run_1/gate_families.png
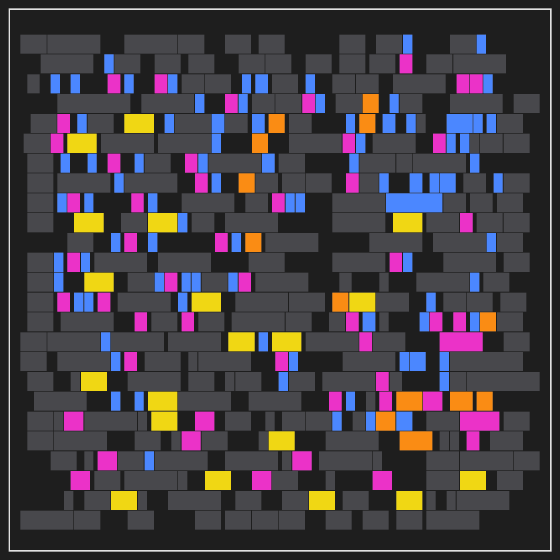
run_1/clock_map.png
Scale bar: 20 um.
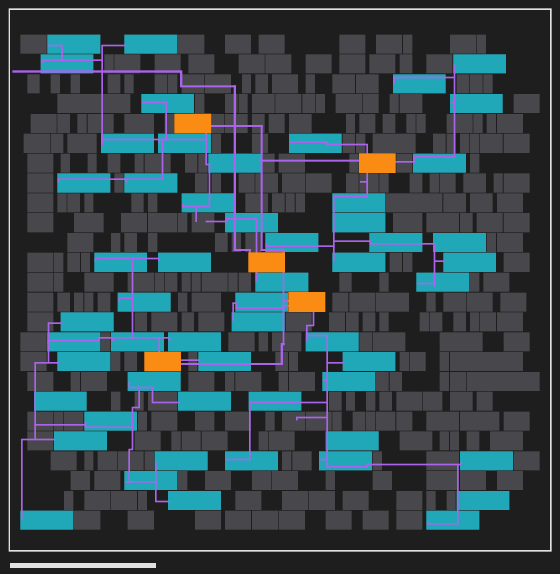
run_1/drive_strength.png
Scale bar: 20 um.
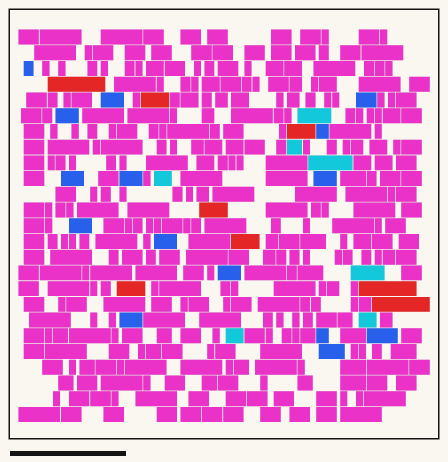
### src/rtl/word_memory_sequencer_pkg.sv
// Shared encodings for the word memory sequencer: FSM states, request
// field values and the beat wait counter width.
package mem_seq_pkg;

  typedef enum logic [1:0] {
    IDLE  = 2'b00,
    BEAT0 = 2'b01,
    BEAT1 = 2'b10,
    DONE  = 2'b11
  } state_e;

  localparam logic SIZE_BYTE = 1'b0;
  localparam logic SIZE_WORD = 1'b1;
  localparam logic RD        = 1'b0;
  localparam logic WR        = 1'b1;

  localparam int CNT_W = 3;

endpackage

### src/rtl/word_memory_sequencer_if.sv
// Request/response bus between the control unit and the sequencer, plus the
// byte-wide memory port the sequencer drives.
interface word_memory_sequencer_if;

  logic        Req;
  logic        Write;
  logic        Size;
  logic [15:0] Addr;
  logic [15:0] WData;
  logic        Ready;
  logic        Done;
  logic [15:0] RData;
  logic [15:0] MemAddr;
  logic        MemEn;
  logic        MemWr;
  logic [7:0]  MemDOut;
  logic [7:0]  MemDIn;

  modport master (
    output Req, Write, Size, Addr, WData, MemDIn,
    input  Ready, Done, RData, MemAddr, MemEn, MemWr, MemDOut
  );

  modport slave (
    input  Req, Write, Size, Addr, WData, MemDIn,
    output Ready, Done, RData, MemAddr, MemEn, MemWr, MemDOut
  );

endinterface

### src/rtl/word_memory_sequencer_beat_wait_counter.sv
// Down-counter that stretches each memory beat; Last marks the final cycle
// of the beat. Reloaded at the start of every beat.
module beat_wait_counter
  import mem_seq_pkg::*;
(
  input  logic             Clock,
  input  logic             Reset,
  input  logic             Load,
  input  logic [CNT_W-1:0] LoadValue,
  input  logic             Decrement,
  output logic             Last
);

  logic [CNT_W-1:0] count_q;

  always_ff @(posedge Clock) begin
    if (Reset) begin
      count_q <= '0;
    end else if (Load) begin
      count_q <= LoadValue;
    end else if (Decrement && (count_q != '0)) begin
      count_q <= count_q - 1'b1;
    end
  end

  assign Last = (count_q == '0);

endmodule

### src/rtl/word_memory_sequencer.sv
// Runs byte or 16-bit word accesses on a byte-wide memory: one or two beats,
// each held WAIT_CYCLES+1 cycles, then a one-cycle Done pulse.
module word_memory_sequencer
  import mem_seq_pkg::*;
#(
  parameter int WAIT_CYCLES   = 0,
  parameter bit LITTLE_ENDIAN = 1'b1
) (
  input  logic                    Clock,
  input  logic                    Reset,
  word_memory_sequencer_if.slave  bus
);

  localparam logic [CNT_W-1:0] WAIT_LD = CNT_W'(WAIT_CYCLES);

  state_e      state_q, state_d;
  logic        wr_q;
  logic        size_q;
  logic [15:0] addr_q;
  logic [15:0] wdata_q;
  logic [15:0] rdata_q;
  logic        accept;
  logic        cnt_load;
  logic        in_beat;
  logic        last;
  logic        hi_slot;

  beat_wait_counter u_wait (
    .Clock     (Clock),
    .Reset     (Reset),
    .Load      (cnt_load),
    .LoadValue (WAIT_LD),
    .Decrement (in_beat),
    .Last      (last)
  );

  always_ff @(posedge Clock) begin
    if (Reset) begin
      state_q <= IDLE;
    end else begin
      state_q <= state_d;
    end
  end

  always_comb begin
    state_d  = state_q;
    accept   = 1'b0;
    cnt_load = 1'b0;
    unique case (state_q)
      IDLE: begin
        if (bus.Req) begin
          accept   = 1'b1;
          cnt_load = 1'b1;
          state_d  = BEAT0;
        end
      end
      BEAT0: begin
        if (last) begin
          if (size_q == SIZE_WORD) begin
            cnt_load = 1'b1;
            state_d  = BEAT1;
          end else begin
            state_d = DONE;
          end
        end
      end
      BEAT1: begin
        if (last) begin
          state_d = DONE;
        end
      end
      DONE:    state_d = IDLE;
      default: state_d = IDLE;
    endcase
  end

  // The first beat maps to the high byte only for big-endian words; the
  // second beat always takes the other half.
  always_comb begin
    in_beat = (state_q == BEAT0) || (state_q == BEAT1);
    hi_slot = (state_q == BEAT1) ? LITTLE_ENDIAN
                                 : (!LITTLE_ENDIAN && (size_q == SIZE_WORD));
  end

  always_ff @(posedge Clock) begin
    if (Reset) begin
      wr_q    <= RD;
      size_q  <= SIZE_BYTE;
      addr_q  <= '0;
      wdata_q <= '0;
      rdata_q <= '0;
    end else begin
      if (accept) begin
        wr_q    <= bus.Write;
        size_q  <= bus.Size;
        addr_q  <= bus.Addr;
        wdata_q <= bus.WData;
      end
      if (in_beat && last && (wr_q == RD)) begin
        if (size_q == SIZE_BYTE) begin
          rdata_q <= {8'h00, bus.MemDIn};
        end else if (hi_slot) begin
          rdata_q[15:8] <= bus.MemDIn;
        end else begin
          rdata_q[7:0] <= bus.MemDIn;
        end
      end
    end
  end

  assign bus.Ready   = (state_q == IDLE);
  assign bus.Done    = (state_q == DONE);
  assign bus.RData   = rdata_q;
  assign bus.MemAddr = (state_q == BEAT1) ? (addr_q + 16'd1) : addr_q;
  assign bus.MemEn   = in_beat;
  assign bus.MemWr   = in_beat && (wr_q == WR);
  assign bus.MemDOut = hi_slot ? wdata_q[15:8] : wdata_q[7:0];

endmodule
### src/flat_wrapper.sv
// flat-port wrapper written by rule: the top's interface ports become plain ports
module word_memory_sequencer_flat import mem_seq_pkg::*;
#(
  parameter int WAIT_CYCLES   = 0,
  parameter bit LITTLE_ENDIAN = 1'b1
)
  (Clock, Reset, bus_Req, bus_Write, bus_Size, bus_Addr, bus_WData, bus_MemDIn, bus_Ready, bus_Done, bus_RData, bus_MemAddr, bus_MemEn, bus_MemWr, bus_MemDOut);
  word_memory_sequencer_if bus_i ();
  input  logic Clock;
  input  logic Reset;
  input wire logic [$bits(bus_i.Req)-1:0] bus_Req;
  input wire logic [$bits(bus_i.Write)-1:0] bus_Write;
  input wire logic [$bits(bus_i.Size)-1:0] bus_Size;
  input wire logic [$bits(bus_i.Addr)-1:0] bus_Addr;
  input wire logic [$bits(bus_i.WData)-1:0] bus_WData;
  input wire logic [$bits(bus_i.MemDIn)-1:0] bus_MemDIn;
  output wire logic [$bits(bus_i.Ready)-1:0] bus_Ready;
  output wire logic [$bits(bus_i.Done)-1:0] bus_Done;
  output wire logic [$bits(bus_i.RData)-1:0] bus_RData;
  output wire logic [$bits(bus_i.MemAddr)-1:0] bus_MemAddr;
  output wire logic [$bits(bus_i.MemEn)-1:0] bus_MemEn;
  output wire logic [$bits(bus_i.MemWr)-1:0] bus_MemWr;
  output wire logic [$bits(bus_i.MemDOut)-1:0] bus_MemDOut;
  assign bus_i.Req = bus_Req;
  assign bus_i.Write = bus_Write;
  assign bus_i.Size = bus_Size;
  assign bus_i.Addr = bus_Addr;
  assign bus_i.WData = bus_WData;
  assign bus_i.MemDIn = bus_MemDIn;
  assign bus_Ready = bus_i.Ready;
  assign bus_Done = bus_i.Done;
  assign bus_RData = bus_i.RData;
  assign bus_MemAddr = bus_i.MemAddr;
  assign bus_MemEn = bus_i.MemEn;
  assign bus_MemWr = bus_i.MemWr;
  assign bus_MemDOut = bus_i.MemDOut;
  word_memory_sequencer #(.WAIT_CYCLES(WAIT_CYCLES), .LITTLE_ENDIAN(LITTLE_ENDIAN)) u_core (.Clock(Clock), .Reset(Reset), .bus(bus_i));
endmodule
### config.mk
export PLATFORM = sky130hd
export DESIGN_NAME = word_memory_sequencer_flat
export DESIGN_NICKNAME = d
export VERILOG_FILES = /design/src/rtl/word_memory_sequencer_pkg.sv /design/src/rtl/word_memory_sequencer_if.sv /design/src/rtl/word_memory_sequencer_beat_wait_counter.sv /design/src/rtl/word_memory_sequencer.sv /design/src/flat_wrapper.sv
export SDC_FILE = /design/constraint.sdc
export NUM_CORES = 1
export LEC_CHECK = 0
export CAP_MARGIN = 20
export CORE_UTILIZATION = 48
export CTS_CLUSTER_SIZE = 28
export DETAILED_ROUTE_END_ITERATION = 8
export GPL_ROUTABILITY_DRIVEN = 1
export GPL_TIMING_DRIVEN = 0
export MAX_ROUTING_LAYER = met4
export PLACE_DENSITY_LB_ADDON = 0.08
export REMOVE_ABC_BUFFERS = 1
export SYNTH_ARGS = -nofsm -noshare
export SYNTH_HDL_FRONTEND = slang
export SYNTH_SLANG_ARGS = --single-unit
### constraint.sdc
create_clock -name Clock -period 4.3 [get_ports Clock]
set_input_delay 1.075 -clock Clock [delete_from_list [all_inputs] [get_ports Clock]]
set_output_delay 1.075 -clock Clock [all_outputs]
set_load 0.01 [all_outputs]
==> flow_summary.yaml, run 1 <==
# flow metrics
logic_synthesis:
  synth.yosys.num_cells: 292
  ys_sh_mux_pct: 8.086
  synthTopLogicFamily: "simple AND/OR/NAND/NOR gates"
  primary_ff_master_synth: "sky130_fd_sc_hd__dfxtp_1"
  unique_masters_post_synth: 38
  ys_top_cells_by_area: "sky130_fd_sc_hd__dfxtp_1, sky130_fd_sc_hd__nand2_1, sky130_fd_sc_hd__a21oi_1, sky130_fd_sc_hd__mux2_2, sky130_fd_sc_hd__mux2i_1"
  synth-seq-cells: 55
  top_area_share_pct: 44.20
  fa_ha_area_share_pct: 3.516
  synthSimpleGateAreaFrac_pct: 23.25
  synthesis.area_per_instance_um2: 8.531
  yosysWarnings: 0
  post_synth_ao_oa_area_fraction_pct: 11.80
  top_cell: "sky130_fd_sc_hd__nand2_1"
sta:
  final.hold.worst_slack_ns: 0.4562
  worst_slack_ns: 0.3176
  timing.max_slew.rel_slack_pct: 45.83
  fin_tns_setup_ns: 0
  max_freq_ghz: 0.2511
  unrepaired_setup_endpoints_after_global_routing: "false"
  slew_at_the_pin_with_the_worst_max_slew_slack_ns: 0.8125
  post_layout_minimum_cycle_time_ns: 3.982
  final-setup-viol-count: 0
die:
  floorplan.rows: 25
  boundaryPins: 89
  die_x_um: 74.04
  chipArea_um2: 5482
  core_region_um2: 4848
  initial_cell_density_of_the_core_pct: 51.38
setup_path:
  crit_end_element: "output port"
  worstPathArrival_ns: 2.91
  source_of_the_worst_register_to_register_timing_path: "u_core.state_q[0]$_SDFFE_PP0P_"
  worstPathCellList: "inv_1 > ha_1 > nand4_4 > nor3_4 > and3_1 > xor2_1 > clkdlybuf4s50_1"
  worstPathMaxFanout: 17
  reg2reg_depth: 6
  path_buffers: 2
  critical_setup_path_kind: "reg -> out"
  worst_r2r_endpoint: "u_core.bus.RData[9]$_SDFFE_PP0P_"
  cp-start-kind: "register"
  critical-path-top-delay-family: "adder cells"
  slowest_delay_ns: 0.71
  critical_path_cell_count: 7
  critPathSlowestCell: "sky130_fd_sc_hd__ha_1"
clocking:
  numClockSinks: 55
  cts.reportedPaths.clkPinSlew_ns: 0.10
  clock_tree.htree_level_count: 2
  cts.root.buffer_cell: "sky130_fd_sc_hd__clkbuf_8"
  number_of_buffers_added_to_fix_hold_violations_after_cts: 0
  clockBufferDepth: 2
  numCtsBuffers: 5
placement:
  dp_hpwl_um: 4216
  dp_worst_setup_slack_ns: 0.6448
  port_buffers: 88
  gpl.final_weighted_congestion: 0.7922
  post_dp_cell_area_um2: 3456
routing:
  count_of_nets_left_with_antenna_violations_after_detail_routing: 0
  post_drt_via_cell_ratio: 5.052
  drt_drc_violations_left: 0
global_route:
  maximum_number_of_pins_on_one_net_before_global_route_repair: 30
  combined_global_route_utilization_of_all_metal_layers_pct: 22.85
  first_global_vias: 2070
  grt_antenna_before_repair: 0
power_and_ir_drop:
  post-layout-total-power_mw: 1.876
  peakVddDrop_uv: 361.0
  cellPowerDensity_nw_per_um2: 528.6
  static_leakage_nw: 1.403
layout:
  final_cell_count_no_fill: 442
  nets: 426
  finish.utilization_pct: 73.21
  final_cell_mix: "sky130_fd_sc_hd__clkdlybuf4s50_1, sky130_fd_sc_hd__nand2_1, sky130_fd_sc_hd__dfxtp_1, sky130_fd_sc_hd__a21oi_1, sky130_fd_sc_hd__nor2_1"
  area_growth_syn_to_layout_pct: 42.49
  layout_top_cell_excl_fill_tap: "sky130_fd_sc_hd__clkdlybuf4s50_1"
min_path:
  worstHoldPathCells: 2
  hold_path_class: "reg -> reg"
  hold_path_startpoint: "u_core.wdata_q[9]$_SDFFE_PP0P_"
run:
  tool_warnings: 29
  max_cap_viol_count: 0
run_status:
  run_status: "completed"
Back to the opening pictures, gate_families.png:
[blue] NAND gates | cells: 86
[yellow] multiplexers | cells: 19
[magenta] inverting AOI/OAI gates | cells: 50 | where: widely spread
[orange] AND and OR gates | cells: 13

Back to the opening pictures, clock_map.png:
[purple] clock wires | length: 586 um
[cyan] flip-flops | count: 55
[orange] cells driving clock nets | count: 5
routed clock nets: 6
later-pin clock latency in the skew report: 0.31 ns
share of power burned in the clock network: 15.3%
clock group total power: 288 uW
skew final: 0.006585 ns

Back to the opening pictures, drive_strength.png:
[magenta] drive 1 or less | cells: 345 | share: 92%
[red] drive 6 and up | cells: 8 | share: 2.1%
[blue] drive 2 | cells: 15 | share: 4.0%
[cyan] drive 3 to 4 | cells: 7 | share: 1.9%

[run 1: area by class of cell]
class,instances,area (um^2)
Sequential cell,55,1101
Timing Repair Buffer,91,958.4
Clock inverter,3,25.02
Multi-Input combinational cell,216,1294
Inverter,5,18.77
Clock buffer,5,68.82
Fill cell,417,1299
Tap cell,67,83.83
[run 1: where the power goes]
group	internal (mW)	leakage [nW]	total [mW]	switching, mW
combinational	0.454	0.909	0.902	0.448
sequential	0.611	0.449	0.686	0.0751
clock	0.117	0.0443	0.288	0.171
total	1.18	1.40	1.88	0.695
[run 1: routing by layer]
metal | part of all wire [%] | GRT usage, %
met4 | 0.68 | 5.769
met3 | 5.1 | 5.420
met2 | 49 | 38.48
met5 | 0 | -
met1 | 45 | 27.38
run_1/final_clocks.png
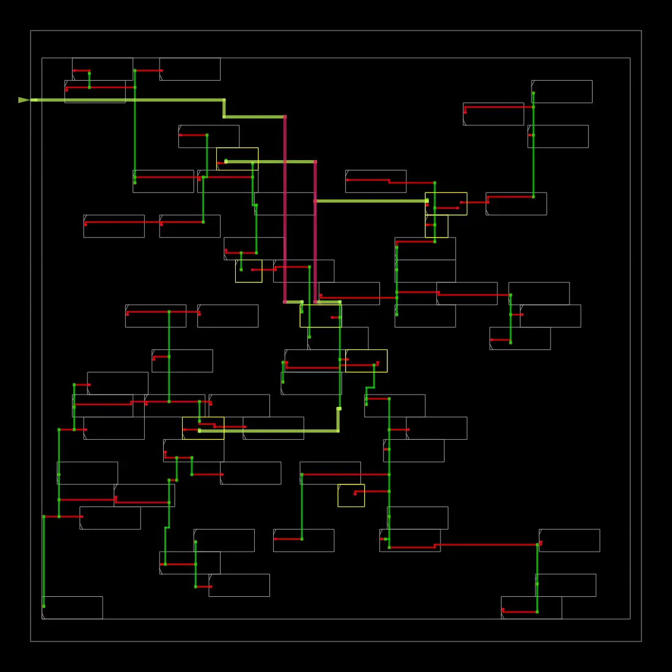

==> inputs of run 2 (changes only) <==
--- a/config.mk
+++ b/config.mk
@@ -7,12 +7,13 @@
 export LEC_CHECK = 0
 export CAP_MARGIN = 20
 export CORE_UTILIZATION = 48
+export CTS_BUF_LIST = sky130_fd_sc_hd__clkbuf_16
 export CTS_CLUSTER_SIZE = 28
 export DETAILED_ROUTE_END_ITERATION = 8
 export GPL_ROUTABILITY_DRIVEN = 1
 export GPL_TIMING_DRIVEN = 0
 export MAX_ROUTING_LAYER = met4
-export PLACE_DENSITY_LB_ADDON = 0.08
+export PLACE_DENSITY = 0.85
 export REMOVE_ABC_BUFFERS = 1
 export SYNTH_ARGS = -nofsm -noshare
 export SYNTH_HDL_FRONTEND = slang
run_2/final_clocks.png
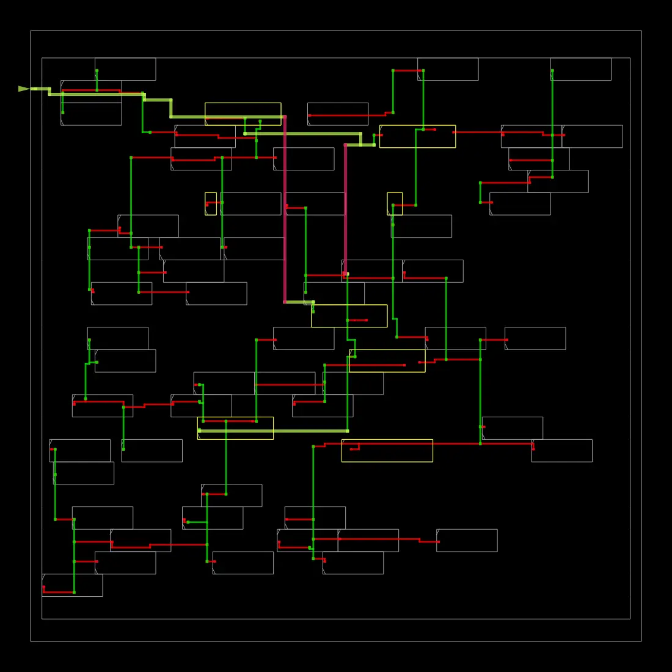
clock group total power: 453 uW
Inserted Clock Buffers: 5
later-pin clock latency in the skew report: 0.29 ns
CTS sink count: 55

==> run 2 against run 1 <==
  * Power up 8.9%
  * Sequential power up 0.9%
  * Combinational power down 0.4%
  * Maximum frequency up 2.0%
  * Final cell count unchanged
  * Critical path type unchanged
  * Largest cell class unchanged
  * Highest routed layer unchanged
==> flow_summary.yaml, run 2 <==
# flow metrics
run_status:
  run_status: "completed"
setup_path:
  critical_path_cell_count: 7
  critical-path-top-delay-family: "buffers and inverters"
  crit_end_element: "output port"
  reg2reg_depth: 6
  worst_r2r_endpoint: "u_core.bus.RData[14]$_SDFFE_PP0P_"
  critPathSlowestCell: "sky130_fd_sc_hd__ha_1"
  worstPathMaxFanout: 17
logic_synthesis:
  synth.yosys.num_cells: 292
  yosysWarnings: 0
  primary_ff_master_synth: "sky130_fd_sc_hd__dfxtp_1"
  ys_top_cells_by_area: "sky130_fd_sc_hd__dfxtp_1, sky130_fd_sc_hd__nand2_1, sky130_fd_sc_hd__a21oi_1, sky130_fd_sc_hd__mux2_2, sky130_fd_sc_hd__mux2i_1"
clocking:
  cts.root.buffer_cell: "sky130_fd_sc_hd__clkbuf_16"
  number_of_buffers_added_to_fix_hold_violations_after_cts: 0
  clockBufferDepth: 2
routing:
  count_of_nets_left_with_antenna_violations_after_detail_routing: 0
  top_signal_layer_used: "met4"
  dr_wl_met2_um: 3025
  drt-met1-wl_um: 2657
die:
  die_x_um: 74.04
  chipArea_um2: 5482
  core_region_um2: 4848
  floorplan.rows: 25
  boundaryPins: 89
sta:
  post_layout_minimum_cycle_time_ns: 3.903
  final-setup-viol-count: 0
  slew_at_the_pin_with_the_worst_max_slew_slack_ns: 0.7809
  final.hold.worst_slack_ns: 0.4552
  unrepaired_setup_endpoints_after_global_routing: "false"
  fin_tns_setup_ns: 0
  timing.max_slew.rel_slack_pct: 47.94
placement:
  post_dp_cell_area_um2: 3421
  gpl.final_weighted_congestion: 0.7964
  port_buffers: 88
  dp_hpwl_um: 4295
power_and_ir_drop:
  power_report.internal_total_mw: 1.337
  combinationalPowerShare_pct: 43.9
  seq_power_uw: 692
  peakVddDrop_uv: 310.6
  power_switching_share_pct: 34.56
global_route:
  grt_antenna_before_repair: 0
  global_route.usage.met2_pct: 40.10
  gr_util_met1_pct: 28.16
run:
  max_cap_viol_count: 0
  tool_warnings: 29
layout:
  area_growth_syn_to_layout_pct: 45.00
  finish.utilization_pct: 74.50
run_2/gate_families.png
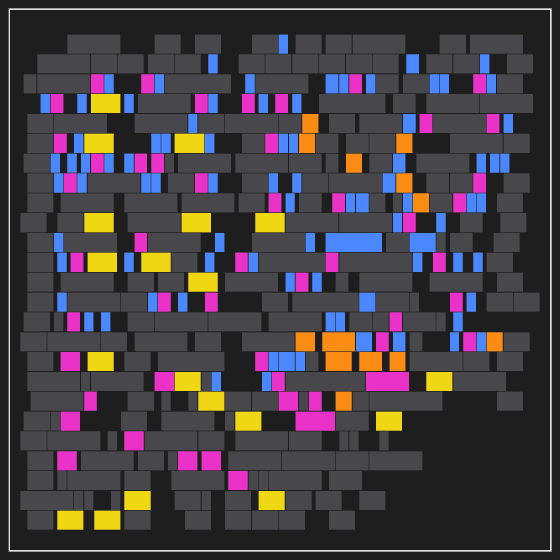
[yellow] multiplexers | cells: 19
[blue] NAND gates | cells: 86
[orange] AND and OR gates | cells: 13
[magenta] inverting AOI/OAI gates | cells: 50

[run 2: cell counts after synthesis]
No cell type changed its count.
[run 2: area by class of cell]
cell class	count	area (um^2)	share of cell area, %
multi-input cells	216	1294	35.82
flip-flops and latches	55	1101	30.48
well taps	67	83.83	2.321
inverters	5	18.77	0.5196
clock buffers	5	125.1	3.464
clock inverters	3	38.79	1.074
repair buffers	91	950.9	26.32
[run 2: logic make-up after synthesis]
family | synth area share (%)
adders and majority gates | 3.516
and+or+nand+nor | 23.26
muxes | 8.087
xor gates and xnor gates | 5.274
buffers and inverters | 3.867
AOI/OAI and AO/OA | 11.80
DFF | 44.20
run_2/clock_map.png
Scale bar: 20 um.
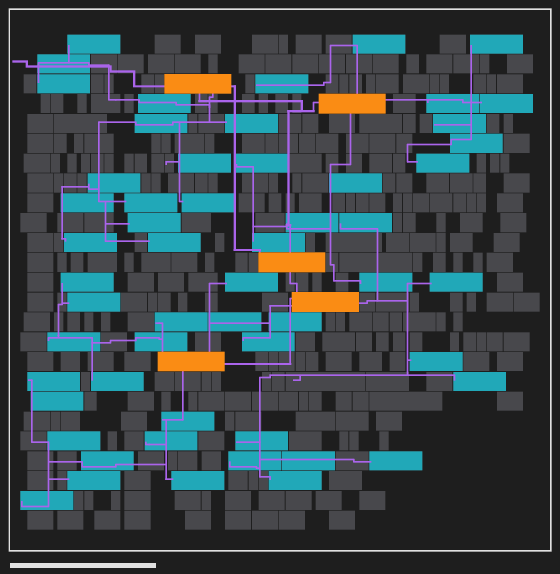

==> inputs of run 3 (changes only) <==
==> constraint.sdc (replaced) <==
create_clock -name Clock -period 4.3 [get_ports Clock]
set_input_delay 1.075 -clock Clock [delete_from_list [all_inputs] [get_ports Clock]]
set_output_delay 1.075 -clock Clock [all_outputs]
set_load 0.1 [all_outputs]
run_3/clock_map.png
Scale bar: 20 um.
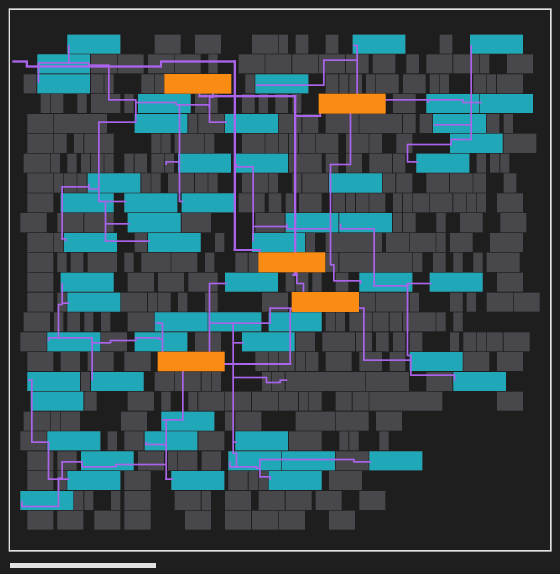
[cyan] flip-flops | count: 55
[orange] cells driving clock nets | count: 5
[purple] clock wires | length: 644 um
routed clock nets: 6

==> run 3 against run 2 <==
  * Utilization decreased by 0.39 points
  * Largest power group unchanged
  * Maximum frequency decreased by 5.0%
  * Final cell count unchanged
  * Wire length increased by 0.39%
  * Highest routed layer unchanged
  * Hold slack about the same
  * Register-to-register slack about the same
==> flow_summary.yaml, run 3 <==
# flow metrics
die:
  well_tap_count: 67
  core_region_um2: 4848
  die_x_um: 74.04
  initial_cell_density_of_the_core_pct: 51.38
  chipArea_um2: 5482
logic_synthesis:
  synth.cellmix.xorXnorShare_pct: 5.274
  ys_top_cells_by_area: "sky130_fd_sc_hd__dfxtp_1, sky130_fd_sc_hd__nand2_1, sky130_fd_sc_hd__a21oi_1, sky130_fd_sc_hd__mux2_2, sky130_fd_sc_hd__mux2i_1"
  ys_sh_mux_pct: 8.086
  fa_ha_area_share_pct: 3.516
  primary_ff_master_synth: "sky130_fd_sc_hd__dfxtp_1"
  synthTopLogicFamily: "simple AND/OR/NAND/NOR gates"
  synthesis.area_per_instance_um2: 8.531
  top_cell: "sky130_fd_sc_hd__nand2_1"
  unique_masters_post_synth: 38
  synthSimpleGateAreaFrac_pct: 23.25
  synth-seq-cells: 55
sta:
  unrepaired_setup_endpoints_after_global_routing: "false"
  final.hold.worst_slack_ns: 0.4551
  post_layout_minimum_cycle_time_ns: 4.110
  fin_tns_setup_ns: 0
  timing.max_slew.rel_slack_pct: 33.49
setup_path:
  path_buffers: 2
  critical-path-top-delay-family: "buffers and inverters"
  source_of_the_worst_register_to_register_timing_path: "u_core.state_q[0]$_SDFFE_PP0P_"
  worstPathMaxFanout: 17
  crit_end_element: "output port"
  worstPathArrival_ns: 3.04
routing:
  count_of_nets_left_with_antenna_violations_after_detail_routing: 0
  dr_wl_met2_um: 3061
  drt_drc_violations_left: 0
  met3RoutedLength_um: 363
placement:
  dp_hpwl_um: 4295
  gpl.final_weighted_congestion: 0.7964
  port_buffers: 88
run_status:
  run_status: "completed"
clocking:
  clkLatencyLatePin_ns: 0.29
  clock_tree.htree_level_count: 2
  clockBufferDepth: 2
  numCtsBuffers: 5
  cts.root.buffer_cell: "sky130_fd_sc_hd__clkbuf_16"
layout:
  number_of_ordinary_inverters_in_the_final_layout: 5
  comb_area_share_pct: 36.00
  clock_cell_area_share_pct: 4.561
  fillers: 363
  final_cell_count_no_fill: 442
  mi_comb_cells: 216
  area.sequential_um2: 1101
  largest_cell_class: "combinational gates"
  nets: 426
  area_growth_syn_to_layout_pct: 44.25
  area.share.sequential_pct: 30.64
  nonClkBufAreaFrac_pct: 25.94
power_and_ir_drop:
  comb-power_mw: 1.59
  power_frac_seq_pct: 25.2
  combinationalPowerShare_pct: 58.2
  cellPowerDensity_nw_per_um2: 762.4
  seq_power_uw: 691
  power_report.internal_total_mw: 1.321
  clk-power_uw: 453
global_route:
  maximum_number_of_pins_on_one_net_before_global_route_repair: 40
  first_global_vias: 2189
  grt_antenna_before_repair: 0
  gr_util_met1_pct: 28.08
  global_route.usage.met3_pct: 6.504
  grt-busiest-layer: "met2"
min_path:
  hold_path_class: "reg -> reg"
  worstHoldPathCells: 2
run_3/final_clocks.png
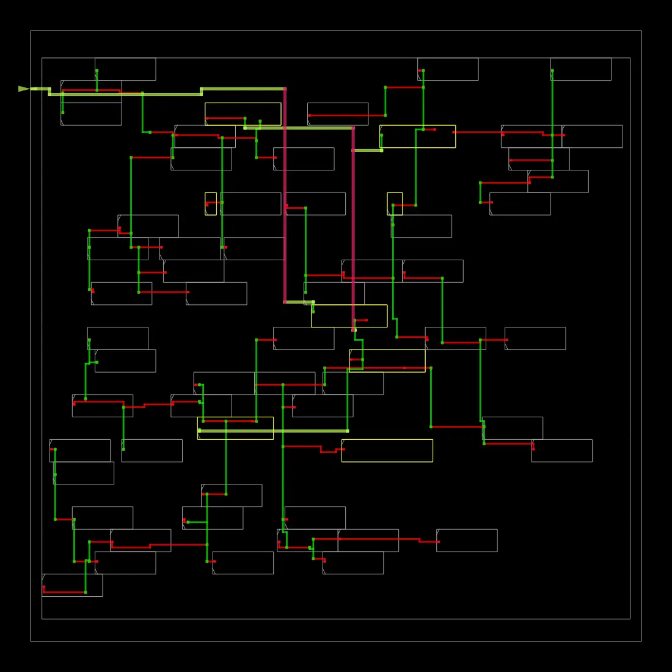
clock tree buffer count of the final layout: 5
number of flip-flops and latches: 55
skew final: 0.005134 ns

==> run 3: cell counts after synthesis <==
Identical to the previous run, type by type.
==> run 3: stage by stage <==
stage	utilization (%)	power, mW	setup slack, ns	area (um^2)
3_3_place_gp	69.68	2.239	0.1411	3378
3_5_place_dp	70.55	2.282	0.1197	3421
6_report	74.12	2.740	0.1899	3593
4_1_cts	73.73	2.724	0.0003104	3575
2_1_floorplan	-	1.895	0.2152	2414
5_1_grt	74.12	2.858	0.006939	3593
==> run 3: repair_timing <==
item                                    in CTS  in global routing
hold buffers                                 0                  0
resized                                      8                 14
endpoints found under the setup margin       8                  9

==> layout pictures side by side <==
Sequential cells colored by netlist name.
Other sequential cells in the stronger gray, the rest of the logic in the fainter gray.
shot_01.png
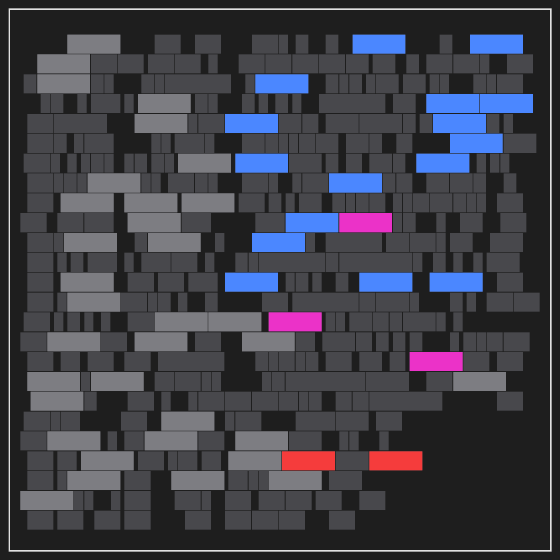
shot_02.png
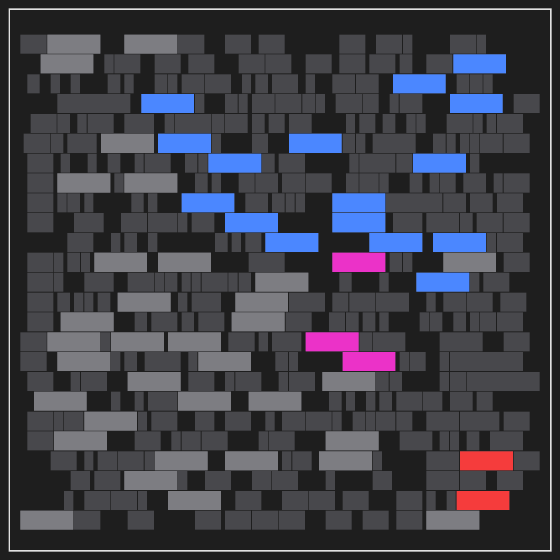
| picture | from |
|---|---|
| shot_02.png | run 1 |
| shot_01.png | run 3 |

Key to shot_02.png:
[blue] `u_core.addr_q` | flops: 16
[magenta] `u_core.u_wait.count_q` | flops: 3
[red] `u_core.state_q` | flops: 2
not colored: 34

No activity file was given, so power comes from the tool's default toggle rates.
